===== src/rtl/conv_mem_pkg.sv =====
// rtl/conv_mem_pkg.sv - shared widths and burst FSM states for the ping-pong operand memory
package conv_mem_pkg;

   localparam int DefDataWidth     = 8;
   localparam int DefParaDeg       = 1;
   localparam int DefMemAddrWidth  = 4;
   localparam int DefBankAddrWidth = 2;

   typedef enum logic [1:0] {
      FETCH_IDLE  = 2'd0,
      FETCH_READ  = 2'd1,
      FETCH_DRAIN = 2'd2
   } fetch_state_e;

endpackage


===== src/rtl/Dual_SRAM.sv =====
// rtl/Dual_SRAM.sv - simple dual-port RAM, one write port and one registered read port
module Dual_SRAM #(
   parameter int Ram_Width      = 8,
   parameter int Ram_Depth      = 16,
   parameter int Ram_Addr_Width = $clog2(Ram_Depth)
)(
   input  logic                      clk_i,
   input  logic                      rst_i,
   input  logic                      wr_en_i,
   input  logic [Ram_Addr_Width-1:0] wr_addr_i,
   input  logic [Ram_Width-1:0]      wr_data_i,
   input  logic                      rd_en_i,
   input  logic [Ram_Addr_Width-1:0] rd_addr_i,
   output logic [Ram_Width-1:0]      rd_data_o
);

   logic [Ram_Width-1:0] mem_q [Ram_Depth];
   logic [Ram_Width-1:0] rd_data_q;

   // Array contents are never reset; only the output register is.
   always_ff @(posedge clk_i) begin
      if (wr_en_i) begin
         mem_q[wr_addr_i] <= wr_data_i;
      end
   end

   always_ff @(posedge clk_i) begin
      if (rst_i) begin
         rd_data_q <= '0;
      end else if (rd_en_i) begin
         rd_data_q <= mem_q[rd_addr_i];
      end
   end

   assign rd_data_o = rd_data_q;

endmodule


===== src/rtl/pingpong_fetch_fsm.sv =====
// rtl/pingpong_fetch_fsm.sv - burst fetch FSM, bank pointers and bank-valid tracking
module pingpong_fetch_fsm
   import conv_mem_pkg::*;
#(
   parameter int Mem_Addr_Width  = DefMemAddrWidth,
   parameter int Bank_Addr_Width = DefBankAddrWidth
)(
   input  logic                      clk_i,
   input  logic                      rst_i,
   input  logic                      fetch_req_i,
   input  logic [Mem_Addr_Width-1:0] fetch_base_i,
   input  logic                      bank_release_i,
   output logic                      fetch_ready_o,
   output logic                      fetch_busy_o,
   output logic                      fetch_done_o,
   output logic                      rd_valid_o,
   output logic                      rd_bank_o,
   output logic                      sram_rd_en_o,
   output logic [Mem_Addr_Width-1:0] sram_rd_addr_o,
   output logic                      l0_wr_en_o,
   output logic [Bank_Addr_Width:0]  l0_wr_addr_o
);

   localparam logic [Bank_Addr_Width-1:0] LastWord = '1;

   fetch_state_e                state_q, state_d;
   logic [Bank_Addr_Width-1:0]  cnt_q, cnt_d;
   logic [Mem_Addr_Width-1:0]   base_q, base_d;
   logic                        fill_ptr_q, fill_ptr_d;
   logic                        rd_ptr_q, rd_ptr_d;
   logic [1:0]                  bank_valid_q, bank_valid_d;
   logic                        done_q, done_d;
   logic                        wr_en_q, wr_en_d;
   logic [Bank_Addr_Width-1:0]  wr_word_q, wr_word_d;

   assign fetch_ready_o  = (state_q == FETCH_IDLE) && !bank_valid_q[fill_ptr_q];
   assign fetch_busy_o   = (state_q != FETCH_IDLE);
   assign fetch_done_o   = done_q;
   assign rd_valid_o     = bank_valid_q[rd_ptr_q];
   assign rd_bank_o      = rd_ptr_q;
   assign sram_rd_en_o   = (state_q == FETCH_READ);
   assign sram_rd_addr_o = base_q + Mem_Addr_Width'(cnt_q);
   assign l0_wr_en_o     = wr_en_q;
   assign l0_wr_addr_o   = {fill_ptr_q, wr_word_q};

   always_comb begin
      state_d      = state_q;
      cnt_d        = cnt_q;
      base_d       = base_q;
      fill_ptr_d   = fill_ptr_q;
      rd_ptr_d     = rd_ptr_q;
      bank_valid_d = bank_valid_q;
      done_d       = 1'b0;
      wr_en_d      = 1'b0;
      wr_word_d    = cnt_q;

      case (state_q)
         FETCH_IDLE: begin
            if (fetch_req_i && fetch_ready_o) begin
               base_d  = fetch_base_i;
               cnt_d   = '0;
               state_d = FETCH_READ;
            end
         end
         FETCH_READ: begin
            // The SRAM word read now lands in L0 one cycle later.
            wr_en_d = 1'b1;
            if (cnt_q == LastWord) begin
               cnt_d   = '0;
               state_d = FETCH_DRAIN;
            end else begin
               cnt_d = cnt_q + 1'b1;
            end
         end
         FETCH_DRAIN: begin
            bank_valid_d[fill_ptr_q] = 1'b1;
            fill_ptr_d               = ~fill_ptr_q;
            done_d                   = 1'b1;
            state_d                  = FETCH_IDLE;
         end
         default: state_d = FETCH_IDLE;
      endcase

      // A burst never targets a valid bank, so this cannot undo the DRAIN set above.
      if (bank_release_i && bank_valid_q[rd_ptr_q]) begin
         bank_valid_d[rd_ptr_q] = 1'b0;
         rd_ptr_d               = ~rd_ptr_q;
      end
   end

   always_ff @(posedge clk_i) begin
      if (rst_i) begin
         state_q      <= FETCH_IDLE;
         cnt_q        <= '0;
         base_q       <= '0;
         fill_ptr_q   <= 1'b0;
         rd_ptr_q     <= 1'b0;
         bank_valid_q <= 2'b00;
         done_q       <= 1'b0;
         wr_en_q      <= 1'b0;
         wr_word_q    <= '0;
      end else begin
         state_q      <= state_d;
         cnt_q        <= cnt_d;
         base_q       <= base_d;
         fill_ptr_q   <= fill_ptr_d;
         rd_ptr_q     <= rd_ptr_d;
         bank_valid_q <= bank_valid_d;
         done_q       <= done_d;
         wr_en_q      <= wr_en_d;
         wr_word_q    <= wr_word_d;
      end
   end

endmodule


===== src/rtl/mem_prefetch_pingpong.sv =====
// rtl/mem_prefetch_pingpong.sv - backing SRAM plus ping-pong L0 buffer fed by a burst prefetcher
module mem_prefetch_pingpong
   import conv_mem_pkg::*;
#(
   parameter int Data_Width      = DefDataWidth,
   parameter int Para_Deg        = DefParaDeg,
   parameter int Mem_Addr_Width  = DefMemAddrWidth,
   parameter int Mem_Depth       = 1 << Mem_Addr_Width,
   parameter int Bank_Addr_Width = DefBankAddrWidth,
   parameter int Burst_Len       = 1 << Bank_Addr_Width
)(
   input  logic                           clk,
   input  logic                           Mem_Reset,
   input  logic                           Host_En_W,
   input  logic [Mem_Addr_Width-1:0]      Host_Addr_W,
   input  logic [Para_Deg*Data_Width-1:0] Host_Data_W,
   output logic                           Host_Ready,
   input  logic                           Fetch_Req,
   input  logic [Mem_Addr_Width-1:0]      Fetch_Base,
   output logic                           Fetch_Ready,
   output logic                           Fetch_Busy,
   output logic                           Fetch_Done,
   output logic                           Rd_Valid,
   input  logic                           L0_En_R,
   input  logic [Bank_Addr_Width-1:0]     L0_Addr_R,
   output logic [Para_Deg*Data_Width-1:0] L0_Data_R,
   input  logic                           Bank_Release
);

   localparam int W = Para_Deg * Data_Width;

   logic                      sram_rd_en;
   logic [Mem_Addr_Width-1:0] sram_rd_addr;
   logic [W-1:0]              sram_rd_data;
   logic                      l0_wr_en;
   logic [Bank_Addr_Width:0]  l0_wr_addr;
   logic                      rd_bank;

   assign Host_Ready = !Fetch_Busy;

   pingpong_fetch_fsm #(
      .Mem_Addr_Width  (Mem_Addr_Width),
      .Bank_Addr_Width (Bank_Addr_Width)
   ) u_fsm (
      .clk_i          (clk),
      .rst_i          (Mem_Reset),
      .fetch_req_i    (Fetch_Req),
      .fetch_base_i   (Fetch_Base),
      .bank_release_i (Bank_Release),
      .fetch_ready_o  (Fetch_Ready),
      .fetch_busy_o   (Fetch_Busy),
      .fetch_done_o   (Fetch_Done),
      .rd_valid_o     (Rd_Valid),
      .rd_bank_o      (rd_bank),
      .sram_rd_en_o   (sram_rd_en),
      .sram_rd_addr_o (sram_rd_addr),
      .l0_wr_en_o     (l0_wr_en),
      .l0_wr_addr_o   (l0_wr_addr)
   );

   Dual_SRAM #(
      .Ram_Width      (W),
      .Ram_Depth      (Mem_Depth),
      .Ram_Addr_Width (Mem_Addr_Width)
   ) u_backing (
      .clk_i     (clk),
      .rst_i     (Mem_Reset),
      .wr_en_i   (Host_En_W && Host_Ready),
      .wr_addr_i (Host_Addr_W),
      .wr_data_i (Host_Data_W),
      .rd_en_i   (sram_rd_en),
      .rd_addr_i (sram_rd_addr),
      .rd_data_o (sram_rd_data)
   );

   // L0 word address is {bank, word}; the consumer only ever sees bank rd_bank.
   Dual_SRAM #(
      .Ram_Width      (W),
      .Ram_Depth      (2 * Burst_Len),
      .Ram_Addr_Width (Bank_Addr_Width + 1)
   ) u_l0 (
      .clk_i     (clk),
      .rst_i     (Mem_Reset),
      .wr_en_i   (l0_wr_en),
      .wr_addr_i (l0_wr_addr),
      .wr_data_i (sram_rd_data),
      .rd_en_i   (L0_En_R && Rd_Valid),
      .rd_addr_i ({rd_bank, L0_Addr_R}),
      .rd_data_o (L0_Data_R)
   );

endmodule

===== config.mk =====
export PLATFORM = sky130hd
export DESIGN_NAME = mem_prefetch_pingpong
export DESIGN_NICKNAME = d
export VERILOG_FILES = /design/src/rtl/conv_mem_pkg.sv /design/src/rtl/Dual_SRAM.sv /design/src/rtl/pingpong_fetch_fsm.sv /design/src/rtl/mem_prefetch_pingpong.sv
export SDC_FILE = /design/constraint.sdc
export NUM_CORES = 1
export LEC_CHECK = 0
export CAP_MARGIN = 40
export CELL_PAD_IN_SITES_DETAIL_PLACEMENT = 1
export CELL_PAD_IN_SITES_GLOBAL_PLACEMENT = 2
export CORE_UTILIZATION = 41
export DETAILED_ROUTE_END_ITERATION = 8
export PLACE_DENSITY = 0.85
export SLEW_MARGIN = 20
export SYNTH_ARGS = -nofsm -noshare
export SYNTH_HDL_FRONTEND = slang
export SYNTH_SLANG_ARGS = --single-unit

===== constraint.sdc =====
create_clock -name clk -period 2.4 [get_ports clk]
set_input_delay 0.48 -clock clk [delete_from_list [all_inputs] [get_ports clk]]
set_output_delay 0.48 -clock clk [all_outputs]
set_load 0.03 [all_outputs]

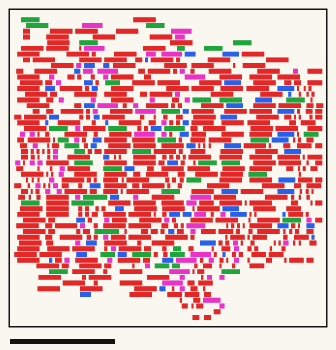
**Above:** cell sizes after repair.
The bar under the picture is 50 um long.
[_0 and _1 cells] red | cells: 496 | share: 73% | most used: edfxtp_1
[_3 and _4 cells] magenta | cells: 77 | share: 11% | most used: buf_4
[_6 and larger] green | cells: 42 | share: 6.2% | most used: clkbuf_16
[_2 cells] blue | cells: 60 | share: 8.9% | most used: mux4_2

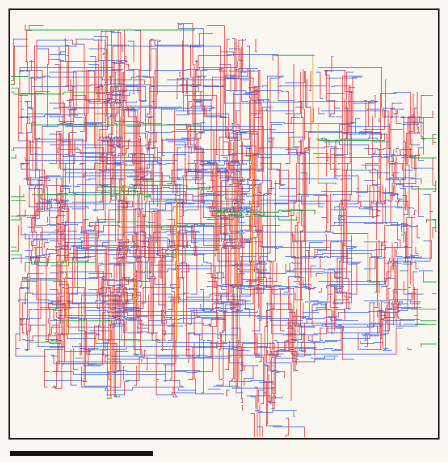
**Above:** routed metal, one color a layer.
The bar under the picture is 50 um long.
[metal 3] green | wire length: 828 um
[metal 4] orange | wire length: 645 um
[metal 2] red | wire length: 11400 um
[metal 1] blue | wire length: 8720 um
Vias: 5206
drt total wl: 21600 um
routed len/inst: 22.7 um
GRT Util Overall: 19.1%

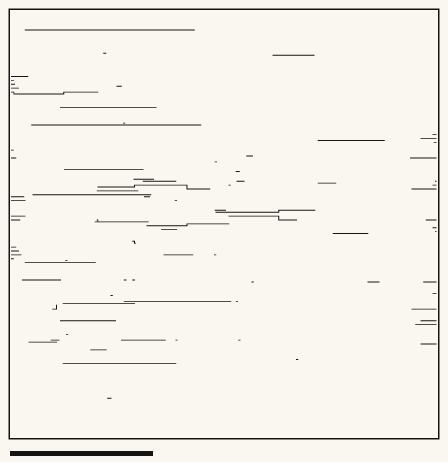
**Above:** signal wires on met3.
The bar under the picture is 50 um long.
share of all routed wire: 3.8%
longest straight run: 59.3 um
wire length on this layer: 828 um
main direction: horizontal

==> impl_metrics.yaml <==
# implementation run metrics
placement:
  portBuffers: 36
  placed_cell_area_mm2: 0.0100
  hpwl_um: 13500
critical_path:
  cp_top_family: "adder cells"
  cp_slowest_cell: "fa_4"
  critical_path.max_stage_delay_ps: 850
  cp-start-kind: "flip-flop"
  crit_cells: 9
layout:
  nonClockBufferCount: 108
  area_growth_pct: 25.5
  seqCellArea_mm2: 0.00641
  flop-count: 224
  lay_top_cells: "edfxtp_1 (192), nor2_1 (56), buf_4 (56)"
  drive_gt1_share_pct: 26.5
route:
  dr_wl_met3_um: 827
  top_layer: "met4"
timing:
  setup_ws_ps: -297
  hold_slack_ps: 492
  setup_violations: 8
  worst_pin_slew_ps: 799
  max_slew_margin_pct: 46.6
  finalClockPeriodUsage_pct: 112
global_route:
  grt_use_met1_pct: 22.0
pwr:
  p_switching_mw: 2.06
  p_comb_uw: 964
  power.density_mw_per_mm2: 786
  p_seq_mw: 4.36
  power_frac_seq_pct: 49.1
  p_int_mw: 6.82
cts:
  ctsLongestPathBuffers: 3
  cts_resized: 33
synthesis:
  yosysWarningCount: 0
  ys_ff: 224
  synth-main-ff-cell: "edfxtp_1"
flow_run:
  cap_violations: 0
outcome:
  violations: "setup timing"
  status: "finished with violations"
floorplanning:
  die_w_um: 150
  coreArea_mm2: 0.0213
  chipArea_mm2: 0.0226
  fp_util_pct: 42.3
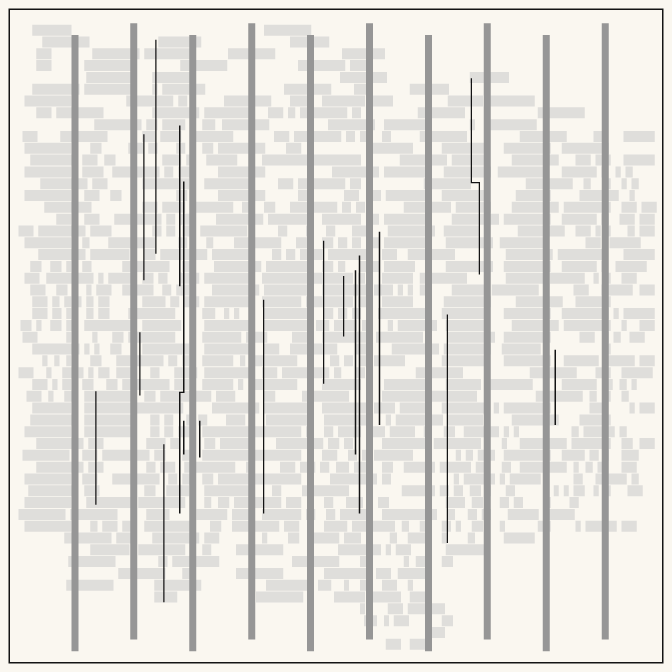
**Above:** metal 4.
Supply wires on this layer in gray. Cells faint in the background.
nets with wire on the layer: 13
wire length on this layer: 645 um
main direction: vertical

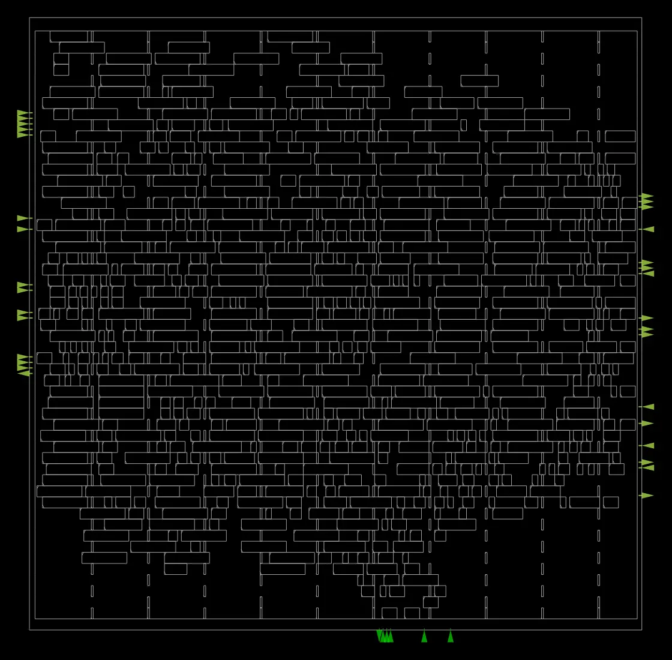
**Above:** cell placement.
fraction of area in registers: 56.8%
Final Util: 53.1%

-- worst min-delay path by stage --
stage / start / endpoint
finish: u_l0.rd_data_o[5] / u_l0.rd_data_o[5]
floorplan: u_fsm.base_q[0] / u_fsm.base_q[0]
global placement: u_l0.rd_data_o[5] / u_l0.rd_data_o[5]
global route: u_l0.rd_data_o[3] / u_l0.rd_data_o[3]
CTS: u_l0.rd_data_o[5] / u_l0.rd_data_o[5]
detailed placement: u_l0.rd_data_o[5] / u_l0.rd_data_o[5]
-- worst min-delay path: stages, from the launching register on --
cell     delay (ps)
dfxtp_1         330
a21oi_1          60
nor2_1           70
-- metrics by stage --
stage | power [mW] | TNS (ps) | instances | setup WS, ps | utilization [%]
2_1_floorplan | 4.86 | 0 | 561 | 6.92 | -
3_3_place_gp | 5.14 | -2140 | 893 | -381 | 47.0
3_5_place_dp | 5.18 | -2650 | 894 | -420 | 47.1
4_1_cts | 8.81 | -1130 | 945 | -178 | 51.6
5_1_grt | 9.14 | -2030 | 950 | -405 | 53.1
6_report | 8.87 | -1320 | 950 | -297 | 53.1
-- state kept, by name, summed over array words and instances (netlist names), 2 cells and up --
name,cells
u_l0.mem_q,64
u_fsm.base_q,4
u_fsm.state_q,2
u_l0.rd_data_o,8
u_fsm.wr_word_q,2
u_backing.mem_q,128
u_backing.rd_data_o,8
u_fsm.cnt_q,2
u_fsm.bank_valid_q,2
-- kinds of logic (layout without fill, tap and decap cells) --
family / count (synthesis) / count (layout)
xor+xnor: 3 / 3
compound gates: 98 / 98
flops: 224 / 224
mux: 61 / 61
simple gates: 133 / 133
buf+inv: 38 / 152
fa+ha+maj: 4 / 4
Power is estimated from default activity; no workload was simulated.
